[src/rtl/pwm_multi.sv]
// Multi-channel PWM generator with a shared prescaler/phase timebase.
// Duty writes go to per-channel shadow registers that load into the active registers at period boundaries.
module pwm_multi #(
    parameter int CLK_FREQ = 50_000_000,
    parameter int PWM_FREQ = 10_000,
    parameter int RES_BITS = 4,
    parameter int N_CH     = 4
) (
    input  logic                                           clk,
    input  logic                                           rst_n,
    input  logic                                           en,
    input  logic                                           wr_en,
    input  logic [(($clog2(N_CH) > 1) ? $clog2(N_CH) : 1)-1:0] wr_ch,
    input  logic [RES_BITS:0]                              wr_duty,
    output logic                                           tick,
    output logic                                           period_start,
    output logic [N_CH-1:0]                                pwm_out
);

    localparam int STEP_RAW    = CLK_FREQ / (PWM_FREQ * (2 ** RES_BITS));
    localparam int STEP_CYCLES = (STEP_RAW < 1) ? 1 : STEP_RAW;
    localparam int PW          = ($clog2(STEP_CYCLES) > 1) ? $clog2(STEP_CYCLES) : 1;

    localparam logic [PW-1:0]     PRESC_LAST = PW'(STEP_CYCLES - 1);
    localparam logic [RES_BITS:0] DUTY_MAX   = {1'b1, {RES_BITS{1'b0}}};

    logic [PW-1:0]       presc;
    logic [RES_BITS-1:0] phase;
    logic [RES_BITS:0]   shadow [N_CH];
    logic [RES_BITS:0]   active [N_CH];
    logic [RES_BITS:0]   wr_sat;
    logic [N_CH-1:0]     wr_sel;

    always_comb begin
        tick         = en && (presc == PRESC_LAST);
        period_start = tick && (phase == '1);
        wr_sat       = (wr_duty > DUTY_MAX) ? DUTY_MAX : wr_duty;
        wr_sel       = '0;
        for (int unsigned i = 0; i < N_CH; i++) begin
            wr_sel[i] = wr_en && (32'(wr_ch) == i);
        end
    end

    always_ff @(posedge clk) begin
        if (!rst_n || !en) begin
            presc <= '0;
            phase <= '0;
        end else if (tick) begin
            presc <= '0;
            phase <= phase + RES_BITS'(1);
        end else begin
            presc <= presc + PW'(1);
        end
    end

    // The write bypass keeps active equal to the freshly written value both while
    // idle and when a write lands exactly on the period boundary.
    always_ff @(posedge clk) begin
        if (!rst_n) begin
            for (int unsigned i = 0; i < N_CH; i++) begin
                shadow[i] <= '0;
                active[i] <= '0;
            end
        end else begin
            for (int unsigned i = 0; i < N_CH; i++) begin
                if (wr_sel[i]) begin
                    shadow[i] <= wr_sat;
                end
                if (!en || period_start) begin
                    active[i] <= wr_sel[i] ? wr_sat : shadow[i];
                end
            end
        end
    end

    always_ff @(posedge clk) begin
        if (!rst_n || !en) begin
            pwm_out <= '0;
        end else begin
            for (int unsigned i = 0; i < N_CH; i++) begin
                pwm_out[i] <= ({1'b0, phase} < active[i]);
            end
        end
    end

endmodule

[config.mk]
export PLATFORM = sky130hd
export DESIGN_NAME = pwm_multi
export DESIGN_NICKNAME = d
export VERILOG_FILES = /design/src/rtl/pwm_multi.sv
export SDC_FILE = /design/constraint.sdc
export NUM_CORES = 1
export LEC_CHECK = 0
export ABC_AREA = 0
export CAP_MARGIN = 25
export CORE_ASPECT_RATIO = 2
export CORE_MARGIN = 2
export CORE_UTILIZATION = 50
export CTS_BUF_LIST = sky130_fd_sc_hd__clkbuf_4 sky130_fd_sc_hd__clkbuf_8
export CTS_CLUSTER_DIAMETER = 30
export DETAILED_ROUTE_END_ITERATION = 7
export PLACE_DENSITY = 0.69
export SLEW_MARGIN = 10
export SYNTH_ARGS = -nofsm -noshare
export SYNTH_HDL_FRONTEND = slang
export SYNTH_SLANG_ARGS = --single-unit
[constraint.sdc]
create_clock -name clk -period 4.7 [get_ports clk]
set_input_delay 0.94 -clock clk [delete_from_list [all_inputs] [get_ports clk]]
set_output_delay 0.94 -clock clk [all_outputs]
set_load 0.02 [all_outputs]
Figure 1. Wires at chosen ports, followed through buffers (run 1).
Scale: 6 px per micron.
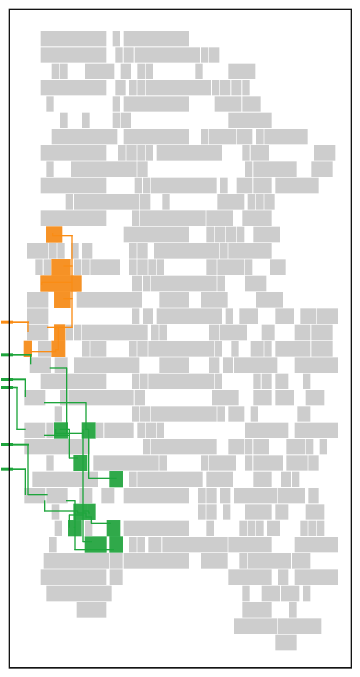
legend:
  wr_duty:
    color: green
    bits: 5
    direction: input
    end_cells: 10
    buffers: 5
    wire: 151 microns
  wr_en:
    color: orange
    bits: 1
    direction: input
    end_cells: 7
    buffers: 1
    wire: 44.6 microns

Figure 2. Logic cells by family (run 1).
Scale: 4 px per micron.
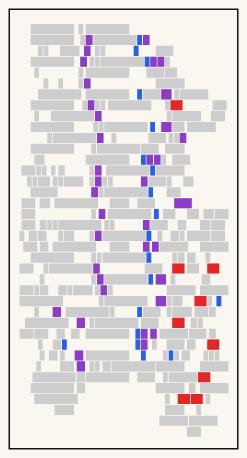
legend:
  inv cells:
    color: blue
    cells: 19
  aoi and oai cells:
    color: purple
    cells: 37
  xor and xnor cells:
    color: red
    cells: 9

Figure 3. Wiring heat map (run 1).
Scale: 4 px per micron. 11 x 22 tiles, from white (low) to dark blue (high), scaled to the fullest tile. Values are wire area over tile area, all layers added.
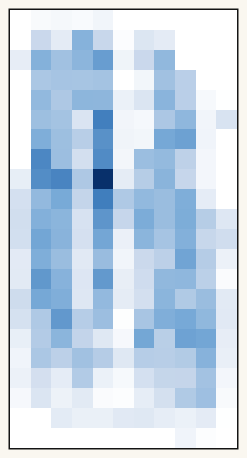
emptiest ninth of the die: top right
tiles over half the peak: 9.9%
nearly empty tiles: 18%

==> results_tabular.tex, run 1 <==
% Implementation results table
\begin{tabular}{lr}
\hline
Metric & Value \\
\hline
\multicolumn{2}{l}{\textbf{Clock tree}} \\
Worst-skew pair later-pin latency & 0.34 ns \\
Inserted Clock Buffers & 9 \\
Htree depth & 3 \\
CTS clk-pin slew, worst paths & 0.06 ns \\
\multicolumn{2}{l}{\textbf{Critical path}} \\
Startpoint of the most critical register-to-register path & phase[0] \\
Worst reg2reg endpoint & active[0][3] \\
\multicolumn{2}{l}{\textbf{Logic synthesis}} \\
Post-synthesis cell count from yosys & 271 \\
Chip area line of the yosys report & 0.00278 sq mm \\
Primary FF master, synth & sky130\_fd\_sc\_hd\_\_edfxtp\_1 \\
Cell type with the highest aggregate area in the netlist & sky130\_fd\_sc\_hd\_\_edfxtp\_1 \\
Largest family of logic cells by area & simple AND/OR/NAND/NOR gates \\
Number of enable flip-flop cells & 40 \\
Compound Share, Synth & 0.0809 \\
\multicolumn{2}{l}{\textbf{Timing}} \\
Tightest slew margin relative to the limit & 0.391 \\
Final setup slack of the worst path & 1.43 ns \\
Setup Total Neg Slack & 0 ns \\
Clk\_skew & 0.00840 ns \\
\multicolumn{2}{l}{\textbf{Cells and area}} \\
Max-area cell class & flip-flops and latches \\
Register Area & 0.00154 sq mm \\
Clk\_buf instances & 10 \\
Share of final-layout standard cells stronger than drive strength 1 & 0.0853 \\
Fraction of area in registers & 0.495 \\
Filler cell count & 484 \\
Non-clk bufs & 16 \\
Biggest registers after layout & active x20, shadow x20, presc x9 \\
Multi-input combinational gate total & 185 \\
Nets & 313 \\
\multicolumn{2}{l}{\textbf{Global routing}} \\
Met1 routing resource usage after global routing & 0.157 \\
Congestion Overflow GR & 0 \\
Number of antenna violations at the first check in global routing & 0 \\
\multicolumn{2}{l}{\textbf{Floorplanning}} \\
Pre-Place Util & 0.513 \\
Number of well taps & 60 \\
X dimension of the die & 56.8 microns \\
Core region area & 0.00542 sq mm \\
Placement Rows & 38 \\
\multicolumn{2}{l}{\textbf{Power}} \\
Total power of the final layout & 1.10 mW \\
Power consumed by combinational cells & 0.0845 mW \\
Switching share of total power & 0.230 \\
Group drawing the most power & sequential cells \\
PD cells & 353 mW/mm\^{}2 \\
Total net switching power & 0.253 mW \\
\multicolumn{2}{l}{\textbf{Job}} \\
Number of max-cap violations & 0 \\
Tool warnings & 26 \\
\multicolumn{2}{l}{\textbf{Drt}} \\
Violation count after the first detailed-routing iteration & 55 \\
Via count & 1858 \\
\multicolumn{2}{l}{\textbf{Status}} \\
Result of the run & finished clean \\
\multicolumn{2}{l}{\textbf{Placement}} \\
Number of placed instances with taps included & 337 \\
Placer Congestion & 0.747 \\
\hline
\end{tabular}
run 1: critical path: stages (launching register included):
cell and delay [ns]:
sky130_fd_sc_hd__dfxtp_1 0.37, sky130_fd_sc_hd__ha_1 0.24, sky130_fd_sc_hd__nand4_2 0.15, sky130_fd_sc_hd__nor3_4 0.41, sky130_fd_sc_hd__and3_2 0.24, sky130_fd_sc_hd__clkdlybuf4s50_1 0.59
run 1: worst min path at each step:
stage                     cells past startpoint    startpoint  slack, ns    endpoint
final                                         1      presc[0]       0.46    presc[0]
after global routing                          2  active[2][4]       0.49  pwm_out[2]
after CTS                                     1      presc[0]       0.47    presc[0]
after detailed placement                      2  active[2][4]       0.44  pwm_out[2]
after global placement                        2  active[2][4]       0.44  pwm_out[2]
after floorplan                               2  active[0][4]       0.42  pwm_out[0]
Figure 4. Clock distribution (run 1).
Scale: 6 px per micron.
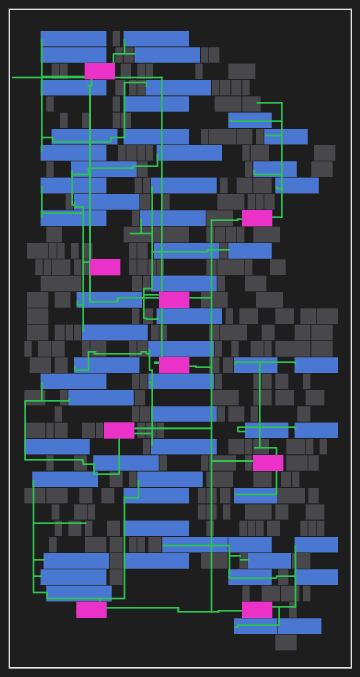

--- run 2 (diff from run 1) ---
clock period = 3.25 ns   (was 4.7 ns; I/O delays follow)
Figure 5. Clock distribution (run 2).
Scale: 6 px per micron.
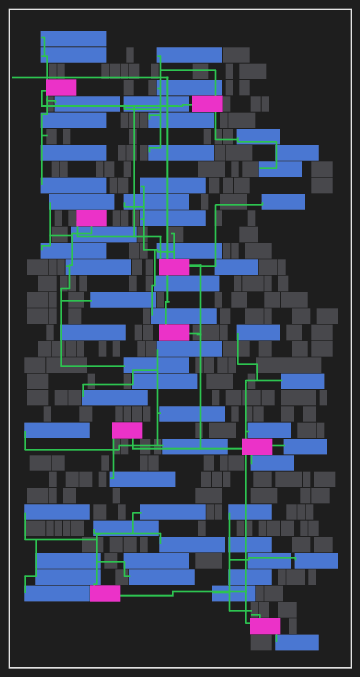
legend:
  clock-net drivers:
    color: magenta
    count: 9
  clock wires:
    color: green
    length: 707 microns
  flip-flops:
    color: blue
    count: 57
routed clock nets: 10
flops lie: all over the die

==> run 2 against run 1 <==
  * Cell area is essentially flat
  * Non-clock buffer count is 1 higher
  * Largest power group unchanged
  * Hold slack improved by 0.0050 ns
  * Die size is the same
  * Area after synthesis unchanged
  * Largest cell class unchanged
  * Via count is 0.54% higher
==> results_tabular.tex, run 2 <==
% Implementation results table
\begin{tabular}{lr}
\hline
Metric & Value \\
\hline
\multicolumn{2}{l}{\textbf{Timing}} \\
Setup Total Neg Slack & 0 ns (unchanged) \\
Clk\_skew & 0.00759 ns (-0.000809 ns) \\
\multicolumn{2}{l}{\textbf{Cells and area}} \\
Share of final-layout standard cells stronger than drive strength 1 & 0.0850 (-0.000290) \\
Max-area cell class & flip-flops and latches \\
Multi-input combinational gate total & 185 (unchanged) \\
Nets & 314 (+0.32\%) \\
\multicolumn{2}{l}{\textbf{Critical path}} \\
Critical Path Max Stage Delay & 0.59 ns (about the same) \\
Worst-path cell chain & ha\_1 -> nand4\_2 -> nor3\_4 -> and3\_2 -> clkdlybuf4s50\_1 \\
\multicolumn{2}{l}{\textbf{Power}} \\
Total net switching power & 0.342 mW (+35\%) \\
PD cells & 504 mW/mm\^{}2 (+43\%) \\
\multicolumn{2}{l}{\textbf{Floorplanning}} \\
Number of well taps & 60 (unchanged) \\
X dimension of the die & 56.8 microns (unchanged) \\
\multicolumn{2}{l}{\textbf{Drt}} \\
Via count & 1868 (+0.54\%) \\
\multicolumn{2}{l}{\textbf{Worst hold path}} \\
Hold-critical path endpoint & presc[0] \\
Startpoint of the lowest-slack hold path & presc[0] \\
\multicolumn{2}{l}{\textbf{Job}} \\
Number of max-cap violations & 0 (unchanged) \\
Tool warnings & 26 (unchanged) \\
\multicolumn{2}{l}{\textbf{Global routing}} \\
Congestion Overflow GR & 0 (unchanged) \\
Number of antenna violations at the first check in global routing & 0 (unchanged) \\
\multicolumn{2}{l}{\textbf{Status}} \\
Result of the run & finished clean \\
\hline
\end{tabular}
Figure 6. Wires at chosen ports, followed through buffers (run 2).
Scale: 6 px per micron.
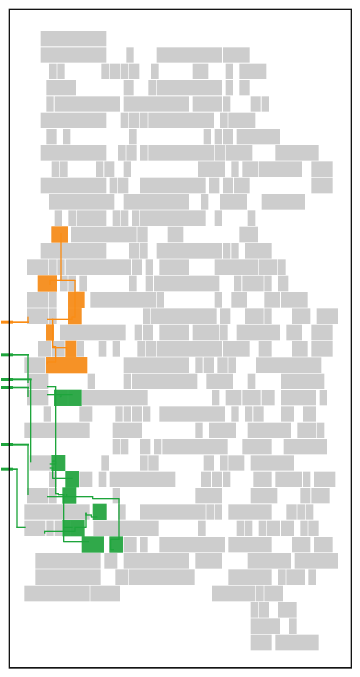
legend:
  wr_duty:
    color: green
    bits: 5
    direction: input
    end_cells: 10
    buffers: 5
    wire: 132 microns
  wr_en:
    color: orange
    bits: 1
    direction: input
    end_cells: 7
    buffers: 1
    wire: 39.4 microns

[run 2: layer usage]
metal  vias to the layer above  share of wire  track usage
met5                         -              0            0
met4                         0          0.019       0.0897
met3                         7          0.034       0.0600
met2                        30           0.58        0.332
met1                       866           0.36        0.157
li1                        965              -            -
[run 2: worst max path at each step]
stage / slack, ns / to / from / cells after the start
after CTS: 0.26 / period_start / presc[0] / 5
after global placement: 0.67 / period_start / en / 3
after floorplan: 1.29 / period_start / presc[0] / 4
after detailed placement: 0.64 / period_start / presc[0] / 5
after global routing: 0.15 / period_start / presc[0] / 5
final: 0.29 / period_start / presc[0] / 5
[run 2: kinds of logic after synthesis]
family	after synthesis	synth area share
compound gates	39	0.0809
xor+xnor	9	0.0283
fa+ha+maj	14	0.0630
buf+inv	29	0.0593
flops	57	0.554
mux	2	0.00719
simple gates	121	0.207
--- run 3 (diff from run 2) ---
SKIP_CTS_REPAIR_TIMING = 1   (was default)
Figure 7. Clock distribution (run 3).
Scale: 6 px per micron.
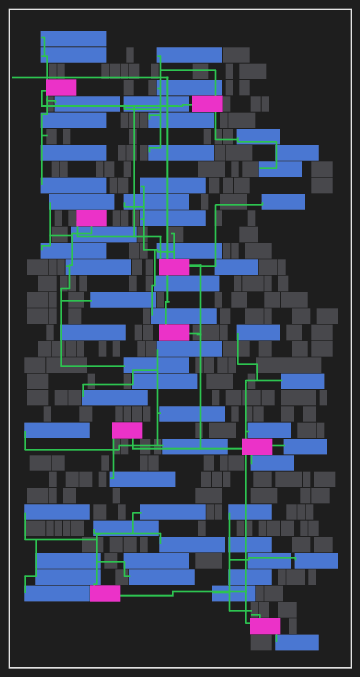
legend:
  clock-net drivers:
    color: magenta
    count: 9
  clock wires:
    color: green
    length: 707 microns
  flip-flops:
    color: blue
    count: 57
flops lie: all over the die

==> run 3 against run 2 <==
  * Wire length did not move
  * Total power did not move
  * Via count did not move
  * Sequential share of layout area did not move
  * Clock skew did not move
  * Fmax did not move
  * Utilization did not move
  * Global-route usage did not move
  * Register-to-register slack barely moved
  * Critical path type unchanged
  * Largest power group unchanged
==> results_tabular.tex, run 3 <==
% Implementation results table
\begin{tabular}{lr}
\hline
Metric & Value \\
\hline
\multicolumn{2}{l}{\textbf{Status}} \\
Result of the run & finished clean \\
\multicolumn{2}{l}{\textbf{Job}} \\
Number of max-cap violations & 0 (unchanged) \\
Tool warnings & 26 (unchanged) \\
\multicolumn{2}{l}{\textbf{Logic synthesis}} \\
Post-synthesis share of cell area spent on full adders, half adders and majority gates & 0.0629 (unchanged) \\
Compound Share, Synth & 0.0809 (unchanged) \\
Area fraction in xor and xnor cells & 0.0283 (unchanged) \\
Simple share & 0.207 (unchanged) \\
Post-synthesis mux area share & 0.00719 (unchanged) \\
Top-area cell share & 0.432 \\
Number of instances in the synthesized netlist & 271 \\
\multicolumn{2}{l}{\textbf{Critical path}} \\
Depth of the critical timing path with buffers and inverters included & 5 (unchanged) \\
Worst-path cell chain & ha\_1 -> nand4\_2 -> nor3\_4 -> and3\_2 -> clkdlybuf4s50\_1 \\
Timing endpoint of the critical path & period\_start \\
Critical Path Max Stage Delay & 0.59 ns (about the same) \\
\multicolumn{2}{l}{\textbf{Global routing}} \\
Number of antenna violations at the first check in global routing & 0 (unchanged) \\
Layer with the highest usage & met2 \\
Met2 usage & 0.332 (unchanged) \\
Met3 global-route usage & 0.0600 (unchanged) \\
Met1 routing resource usage after global routing & 0.157 (unchanged) \\
\multicolumn{2}{l}{\textbf{Drt}} \\
Number of nets with antenna violations after detailed routing & 0 \\
Met2 wire length & 2730 microns (unchanged) \\
Met1 Routed Length & 1700 microns (unchanged) \\
Top sig layer & met4 \\
Via count & 1868 (unchanged) \\
\multicolumn{2}{l}{\textbf{Worst hold path}} \\
Startpoint of the lowest-slack hold path & presc[0] \\
\multicolumn{2}{l}{\textbf{Floorplanning}} \\
X dimension of the die & 56.8 microns (unchanged) \\
\multicolumn{2}{l}{\textbf{Clock tree}} \\
CTS tree & yes \\
\multicolumn{2}{l}{\textbf{Power}} \\
PD cells & 504 mW/mm\^{}2 (unchanged) \\
\multicolumn{2}{l}{\textbf{Timing}} \\
Setup Total Neg Slack & 0 ns (unchanged) \\
Clk\_skew & 0.00759 ns (unchanged) \\
\multicolumn{2}{l}{\textbf{Cells and area}} \\
Nets & 314 (unchanged) \\
\hline
\end{tabular}
Figure 8. Logic cells by family (run 3).
Scale: 4 px per micron.
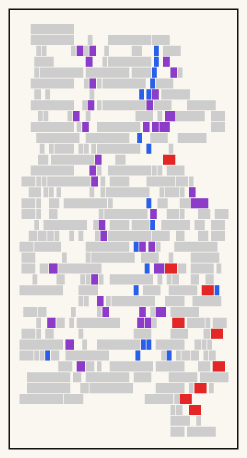
legend:
  inv cells:
    color: blue
    cells: 19
  xor and xnor cells:
    color: red
    cells: 9
  aoi and oai cells:
    color: purple
    cells: 37

-- run 3: worst min path at each step --
| stage | endpoint | cells after the start | slack, ns |
|---|---|---|---|
| finish | presc[0] | 1 | 0.46 |
| global placement | presc[0] | 1 | 0.44 |
| floorplan | pwm_out[0] | 2 | 0.42 |
| CTS | pwm_out[1] | 2 | 0.46 |
| detailed placement | pwm_out[1] | 2 | 0.45 |
| global route | presc[0] | 1 | 0.51 |
-- run 3: area by class of cell --
type                    count  area, sq um
multi-input cells         185         1080
well taps                  60         75.1
inverters                  19         71.3
clock buffers              11          139
repair buffers             17          168
clock inverters             5         46.3
flip-flops and latches     57         1540
fillers                   499         2300
-- run 3: where the power goes --
group          internal, mW  switching, mW  total [mW]
combinational        0.0485         0.0738       0.122
clock                 0.362          0.257       0.619
sequential            0.821         0.0107       0.831
No activity file was given, so power comes from the tool's default toggle rates.
